### Sizing map

(4 px per um)
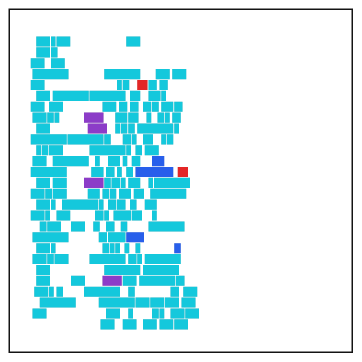
### Cell outlines without signal wires

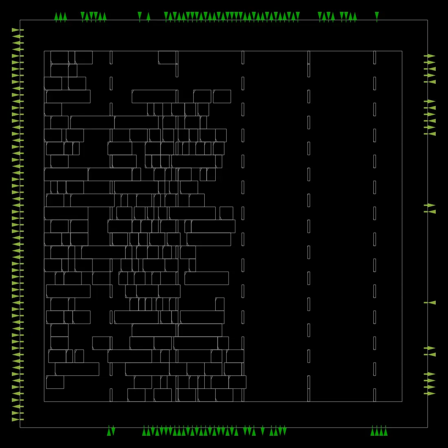
### Nets reached from selected ports

(4 px per um)
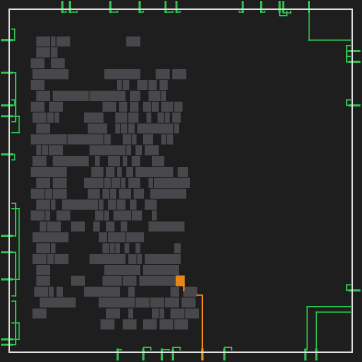
### Cell area per tile

(4 px per um) 9 x 9 tiles, from dark blue (low) to red (high), 0 to 100% covered.
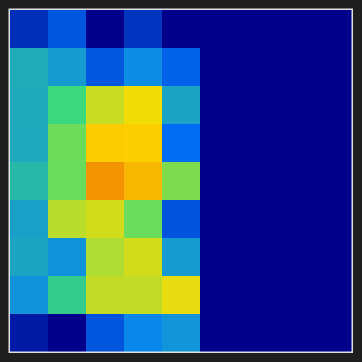
### Signal wires on met1

(6 px per um) Supply wires on this layer in grey. Cells faint in the background.
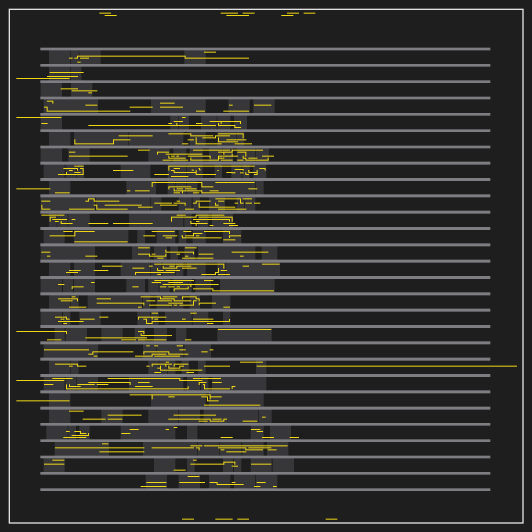
Design nf_ram_porta_arbiter, sky130hd; sources not shown.
==> results.txt <==
syn_nets - 293
largest net degree at the start of global routing - 26
Starting DRT DRC Count - 17
final setup vio count - 0
RSZ-0062 raised after global routing - false
most common logic cells in the final layout - sky130_fd_sc_hd__clkdlybuf4s50_1 (38), sky130_fd_sc_hd__dfrtp_1 (23), sky130_fd_sc_hd__nand2_1 (18)
ranking of synthesized cells by area - sky130_fd_sc_hd__dfrtp_1 (33%), sky130_fd_sc_hd__buf_4 (27%), sky130_fd_sc_hd__mux2i_1 (5.1%)
chip area in the Yosys report - 1760 um^2
largest combinational cell category by area - buffers and inverters
number of warnings the tools reported - 26
Clock Path Buffers - 2
nature of the critical path startpoint - input pin
antenna cell count - 0
cts-stage hold buffer count - 0
fin cells - 245
clock insertion delay at the later pin of the skew report - 0.27 ns
post-synth tally of flip-flops with integrated enable - 0
length of the first detailed-routing pass in iterations - 4
TritonCTS clock tree - yes
worst max-slew margin expressed relative to the limit - 59.0%
Antenna Violating Nets Remaining - 0
run status - finished clean
simple-gate share of the synthesized area - 13.6%
WP data arrival - 2.85 ns
buffers and inverters on the worst path - 1
Worst Max-Slew Pin Slew - 0.615 ns
post-detailed-placement cell area - 1730 um^2
count of endpoints failing hold in the final timing report - 0
async set-or-reset flop fraction in the synthesized netlist - 100%
Worst EP required - 3.90 ns
fill cell count - 580
Total Power - 0.000696 W
arithmetic-cell share of the synthesized area counting full adders, half adders and majority gates - 1.42%
Synth top cell by count - sky130_fd_sc_hd__buf_4
predominant post-synthesis flop cell - sky130_fd_sc_hd__dfrtp_1
most frequently placed logic cell in the final layout - sky130_fd_sc_hd__clkdlybuf4s50_1
post-route worst hold slack - 0.253 ns
first-pass GRT wire length - 5570 um
global-route layer with the greatest usage - met2
post-DR vias/cell - 4.87
# clock sinks - 24
leading post-synthesis cells by instance count - sky130_fd_sc_hd__buf_4 (64), sky130_fd_sc_hd__dfrtp_1 (23), sky130_fd_sc_hd__nand2_1 (18)
Max IR drop VDD - 0.246 mV
area fraction in compound gates - 12.4%
met2 wire length - 1620 um
DP Cell Count - 241
CP Max Fanout - 6
clock transition at the register clock pins on the worst setup and hold paths after CTS - 0.08 ns
total standard cell area after synthesis - 1760 um^2
detailed route wirelength on metal3 - 353 um
Back to the opening pictures, 'Sizing map':
- cyan: _0 and _1 cells (cells 163; share 94%)
- blue: _2 cells (cells 4; share 2.3%)
- purple: _6 and larger (cells 4; share 2.3%)
- red: _3 and _4 cells (cells 2; share 1.2%)
post-route worst setup slack: 1.05 ns
final instance area: 1780 um^2
Area Growth Syn to Fin: 1.07%
number of non-clock buffers in the layout: 41

Back to the opening pictures, 'Cell outlines without signal wires':
Core Footprint: 5510 um^2
final core utilization: 32.3%
sequential share of cell area: 33.8%

Back to the opening pictures, 'Nets reached from selected ports':
- orange: `ecc_rvalid` (bits 1; direction output; edge south; end cells 1; wire 16.9 um)
- green: `fl_wdat` (bits 32; direction input; edge 11 north, 10 west, 7 south, 4 east; end cells 0; wire 204 um)
# port buffers: 39
Boundary Pins: 168

Back to the opening pictures, 'Cell area per tile':
- fullest tile: 83%
- nearly empty tiles: 48%
- densest ninth of the die: west
initial standard-cell utilization of the core: 32.0%

Back to the opening pictures, 'Signal wires on met1':
- wire length on this layer: 1,220 um
- share of all routed wire: 35%
- main direction: horizontal
- longest straight run: 43.2 um
global routing met1 resource utilization: 9.80%
total wire length after detailed routing: 3430 um
overall via count from detail_route: 1,193

[cells by family (layout without fill, tap and decap cells)]
family                     after synthesis  in the layout
buffers and inverters                   78             49
and+or+nand+nor                         50             50
AOI/OAI and AO/OA                       34             34
DFF                                     24             24
muxes                                    9              9
xor gates and xnor gates                 5              5
adders and majority gates                2              2
[where the power goes]
group	leakage, nW	internal (W)	switching (W)	total [W]
logic	0.461	0.000108	0.0000949	0.000203
registers	0.292	0.000295	0.0000214	0.000316
clock network	0.0288	0.0000951	0.0000824	0.000177
total	0.782	0.000498	0.000199	0.000696
[layout make-up]
| type | count | share of cell area (%) |
|---|---|---|
| multi-input cells | 100 | 34.7 |
| flip-flops and latches | 24 | 33.8 |
| repair buffers | 41 | 22.5 |
| well taps | 72 | 5.06 |
| clock buffers | 4 | 3.09 |
| inverters | 4 | 0.843 |
No activity file was given, so power comes from the tool's default toggle rates.
